==> src/rtl/uart_rx.sv <==
// 8N1 UART receiver: two-flop input synchroniser, centre-sampling bit FSM,
// single-byte holding register with valid/ack handshake and error flags.
module uart_rx #(
    parameter int CLK_FREQ     = 100_000_000,
    parameter int BAUD         = 115200,
    parameter int CLKS_PER_BIT = CLK_FREQ / BAUD
) (
    input  logic       clk,
    input  logic       rst,
    input  logic       rx,
    input  logic       ack,
    output logic [7:0] data,
    output logic       valid,
    output logic       frame_err,
    output logic       overrun,
    output logic       busy
);

    localparam int TW = $clog2(CLKS_PER_BIT);
    localparam logic [TW-1:0] T_LAST = TW'(CLKS_PER_BIT - 1);
    localparam logic [TW-1:0] T_HALF = TW'(CLKS_PER_BIT / 2 - 1);
    localparam logic [TW-1:0] T_ONE  = TW'(1);
    localparam logic [TW-1:0] T_ZERO = TW'(0);

    typedef enum logic [2:0] {
        IDLE      = 3'd0,
        START     = 3'd1,
        DATA      = 3'd2,
        STOP      = 3'd3,
        WAIT_IDLE = 3'd4
    } state_t;

    state_t          state_r;
    logic [1:0]      sync_r;
    logic [TW-1:0]   timer_r;
    logic [2:0]      idx_r;
    logic [7:0]      shreg_r;
    logic            rx_s;
    logic            stop_tick_s;
    logic            load_s;
    logic            ferr_s;

    assign rx_s = sync_r[1];

    // Decode the stop-bit sampling instant into load / framing-error events.
    always_comb begin
        stop_tick_s = 1'b0;
        load_s      = 1'b0;
        ferr_s      = 1'b0;
        if ((state_r == STOP) && (timer_r == T_LAST)) begin
            stop_tick_s = 1'b1;
            load_s      = rx_s;
            ferr_s      = ~rx_s;
        end else begin
            stop_tick_s = 1'b0;
        end
    end

    // Synchroniser, receive FSM, holding register and handshake.
    always_ff @(posedge clk or negedge rst) begin
        if (!rst) begin
            sync_r    <= 2'b11;
            state_r   <= IDLE;
            timer_r   <= T_ZERO;
            idx_r     <= 3'd0;
            shreg_r   <= 8'h00;
            data      <= 8'h00;
            valid     <= 1'b0;
            frame_err <= 1'b0;
            overrun   <= 1'b0;
            busy      <= 1'b0;
        end else begin
            sync_r    <= {sync_r[0], rx};
            frame_err <= ferr_s;

            // A completing byte takes priority over a same-cycle ack.
            if (load_s) begin
                data    <= shreg_r;
                valid   <= 1'b1;
                overrun <= valid & ~ack;
            end else if (ack && valid) begin
                valid   <= 1'b0;
                overrun <= 1'b0;
            end else begin
                valid   <= valid;
                overrun <= overrun;
            end

            case (state_r)
                IDLE: begin
                    if (!rx_s) begin
                        state_r <= START;
                        timer_r <= T_ZERO;
                        busy    <= 1'b1;
                    end
                end
                START: begin
                    if (timer_r == T_HALF) begin
                        timer_r <= T_ZERO;
                        idx_r   <= 3'd0;
                        if (rx_s) begin
                            state_r <= IDLE;
                            busy    <= 1'b0;
                        end else begin
                            state_r <= DATA;
                        end
                    end else begin
                        timer_r <= timer_r + T_ONE;
                    end
                end
                DATA: begin
                    if (timer_r == T_LAST) begin
                        shreg_r[idx_r] <= rx_s;
                        timer_r        <= T_ZERO;
                        if (idx_r == 3'd7) begin
                            state_r <= STOP;
                        end else begin
                            idx_r <= idx_r + 3'd1;
                        end
                    end else begin
                        timer_r <= timer_r + T_ONE;
                    end
                end
                STOP: begin
                    if (stop_tick_s) begin
                        timer_r <= T_ZERO;
                        if (rx_s) begin
                            state_r <= IDLE;
                            busy    <= 1'b0;
                        end else begin
                            state_r <= WAIT_IDLE;
                        end
                    end else begin
                        timer_r <= timer_r + T_ONE;
                    end
                end
                WAIT_IDLE: begin
                    // A held-low line must return high before a new start edge counts.
                    if (rx_s) begin
                        state_r <= IDLE;
                        busy    <= 1'b0;
                    end
                end
                default: begin
                    state_r <= IDLE;
                    timer_r <= T_ZERO;
                    busy    <= 1'b0;
                end
            endcase
        end
    end

endmodule

==> config.mk <==
export PLATFORM = sky130hd
export DESIGN_NAME = uart_rx
export DESIGN_NICKNAME = d
export VERILOG_FILES = /design/src/rtl/uart_rx.sv
export SDC_FILE = /design/constraint.sdc
export NUM_CORES = 1
export LEC_CHECK = 0
export CORE_UTILIZATION = 40
export CTS_CLUSTER_DIAMETER = 200
export DETAILED_ROUTE_END_ITERATION = 8
export HOLD_SLACK_MARGIN = 0.12
export MAX_ROUTING_LAYER = met4
export SKIP_CTS_REPAIR_TIMING = 1
export SYNTH_ARGS = -nofsm -noshare
export SYNTH_HDL_FRONTEND = slang
export SYNTH_SLANG_ARGS = --single-unit
==> constraint.sdc <==
create_clock -name clk -period 3.2 [get_ports clk]
set_clock_uncertainty 0.05 [all_clocks]
set_input_delay 0.64 -clock clk [delete_from_list [all_inputs] [get_ports clk]]
set_output_delay 0.64 -clock clk [all_outputs]
set_load 0.01 [all_outputs]
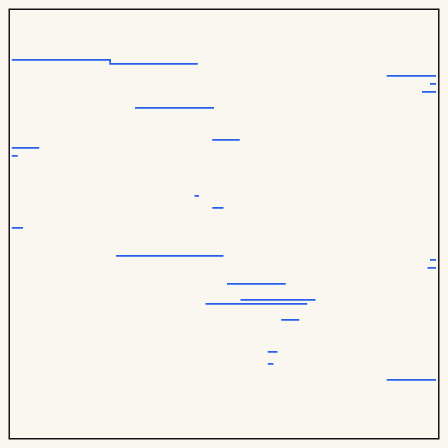
Run 1: metal 3
main direction: horizontal
nets with wire on the layer: 16
wire length on this layer: 141 um
share of all routed wire: 3.8%
longest straight run: 17.9 um
GR Layer Usage met3: 0.0428
final wirelength: 3670 um
via count: 1453

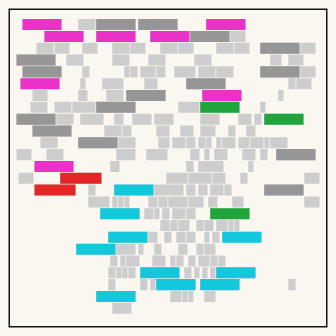
Run 1: sequential cells grouped by signal name
Other sequential cells in the stronger gray, the rest of the logic in the fainter gray.
legend:
  sync_r:
    color: red
    placed_flops: 2
  timer_r:
    color: cyan
    placed_flops: 10
  state_r:
    color: green
    placed_flops: 3
  data:
    color: magenta
    placed_flops: 8
not colored: 15
register share of the cell area: 0.420
Core Util, Final: 0.477
register area: 953 um2
P_seq: 485 uW

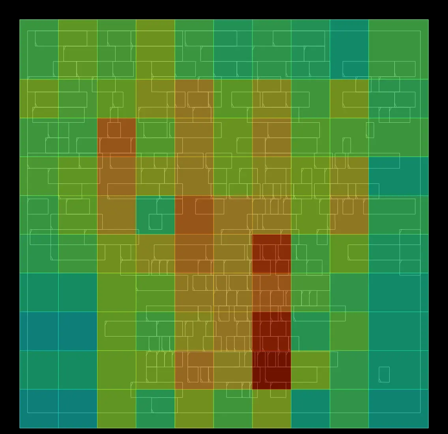
Run 1: track usage over the die
Tot GR Track Use: 0.163
met1 Use GR: 0.207
GRT met2 Usage: 0.248
grt peak-use layer: met2

==> run summary, run 1 <==
Final setup viols -> 0
Worst-Margin Slew -> 840 ps
Net Switching -> 176 uW
Comb area -> 965 um2
Register bit total from synthesis -> 38
Clk root buf -> clkbuf_8
Number of CTS-inserted buffers -> 5
Post-DRT Antenna Nets -> 0
Mapped Avg Cell Area -> 10.9 um2
Relative slew slack -> 0.437
First-pass GRT wire length -> 6400 um
CP Class -> register to register
Final min period -> 2380 ps
Clock power share -> 0.402
Run status -> complete, no violations
Yosys simple share -> 0.214
Yosys Chip Area -> 2000 um2
Cells after Synth -> 184
Min Hold Slack -> 307 ps
Clk ins delay skew pair -> 280 ps
Final setup TNS -> 0 ps
HPWL Detailed -> 2570 um
-- run 1: flip-flops by register name (all words and copies together) (netlist names) --
signal / flops
timer_r: 10
overrun: 1
state_r: 3
sync_r: 2
data: 8
busy: 1
shreg_r: 8
frame_err: 1
valid: 1
idx_r: 3
-- run 1: cell type report --
cell class,instances,share of cell area
multi-input combinational,128,0.425
sequential,38,0.420
timing repair buffer,16,0.0673
tap,67,0.0370
clock buffer,6,0.0364
inverter,5,0.00827
clock inverter,2,0.00552
-- run 1: worst max-delay path by stage --
stage                             to  cells past startpoint  slack [ps]
after floorplan           shreg_r[2]                      5        1330
final                     timer_r[3]                      5         820
after global routing      timer_r[3]                      5         650
after global placement    timer_r[6]                      5         960
after CTS                 timer_r[3]                      5         810
after detailed placement  timer_r[3]                      5         830
==> run 1 -> run 2 <==
==> constraint.sdc (replaced) <==
create_clock -name clk -period 2.45 [get_ports clk]
set_clock_uncertainty 0.05 [all_clocks]
set_input_delay 0.49 -clock clk [delete_from_list [all_inputs] [get_ports clk]]
set_output_delay 0.49 -clock clk [all_outputs]
set_load 0.01 [all_outputs]
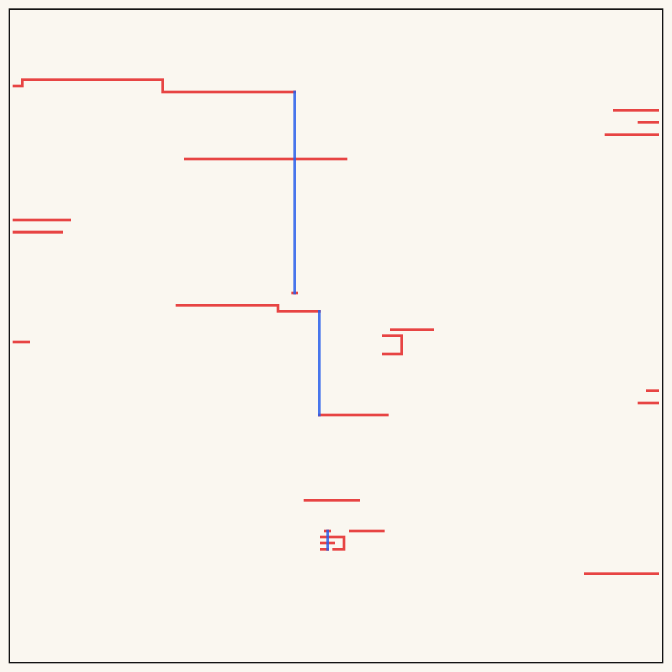
Run 2: routed metal, one color a layer
Only two layers are drawn.
legend:
  metal 4:
    color: blue
    wire_length: 36.0 um
  metal 3:
    color: red
    wire_length: 140 um

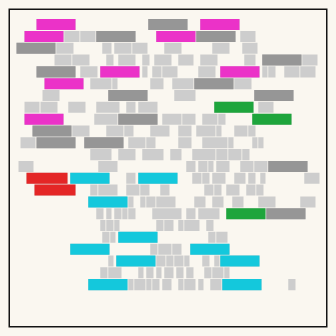
Run 2: sequential cells grouped by signal name
Other sequential cells in the stronger gray, the rest of the logic in the fainter gray.
legend:
  data:
    color: magenta
    placed_flops: 8
  state_r:
    color: green
    placed_flops: 3
  sync_r:
    color: red
    placed_flops: 2
  timer_r:
    color: cyan
    placed_flops: 10
P_seq: 634 uW
register share of the cell area: 0.418
Core Util, Final: 0.480

==> run summary, run 2 <==
Via count -> 1453
Mapped Avg Cell Area -> 10.9 um2
Final setup viols -> 0
Tot GR Track Use -> 0.156
Final setup TNS -> 0 ps
Fraction of area in multi-input gates -> 0.422
MI comb cells -> 128
Net Switching -> 231 uW
Largest Register -> timer_r
Min Hold Slack -> 248 ps
Post-DRT Antenna Nets -> 0
Run status -> complete, no violations
Cells after Synth -> 184
Critical path capture point -> data[0]
Well-Tap Cells -> 67
Clk ins delay skew pair -> 280 ps
Inverters excl. clock -> 5
Number of clock buffers in the layout -> 6
Signal buf overhead -> 0.0734
Clock buf/inv share -> 0.0416
Flip-flops -> 38
Non-clock buffer count in the final layout -> 18
Number of CTS-inserted buffers -> 5
Relative slew slack -> 0.447
Clk root buf -> clkbuf_8
CP Class -> register to register
Worst-Margin Slew -> 830 ps
Largest register FFs -> 10
Clock power share -> 0.403
-- run 2: cell types whose count changed in the layout (fill, tap and decap cells not counted) --
cell,delta
buf_4,+2
-- run 2: metal layers --
layer	vias to the layer above	track usage
met5	-	-
met4	0	0.0654
met3	6	0.0456
met2	29	0.228
met1	715	0.203
li1	703	-
-- run 2: cells by family after synthesis --
kind of cell,synth area share
muxes,0.118
buffers and inverters,0.0413
adders and majority gates,0.0250
xor gates and xnor gates,0.00876
AOI/OAI and AO/OA,0.117
DFF,0.477
and+or+nand+nor,0.214
-- run 2: critical path: cells and delay by family (launching register included) --
| kind | cells | cell delay (ps) |
|---|---|---|
| simple gates | 2 | 850 |
| flops | 1 | 440 |
| mux | 1 | 390 |
| fa+ha+maj | 1 | 260 |
Power and IR drop assume default switching activity.
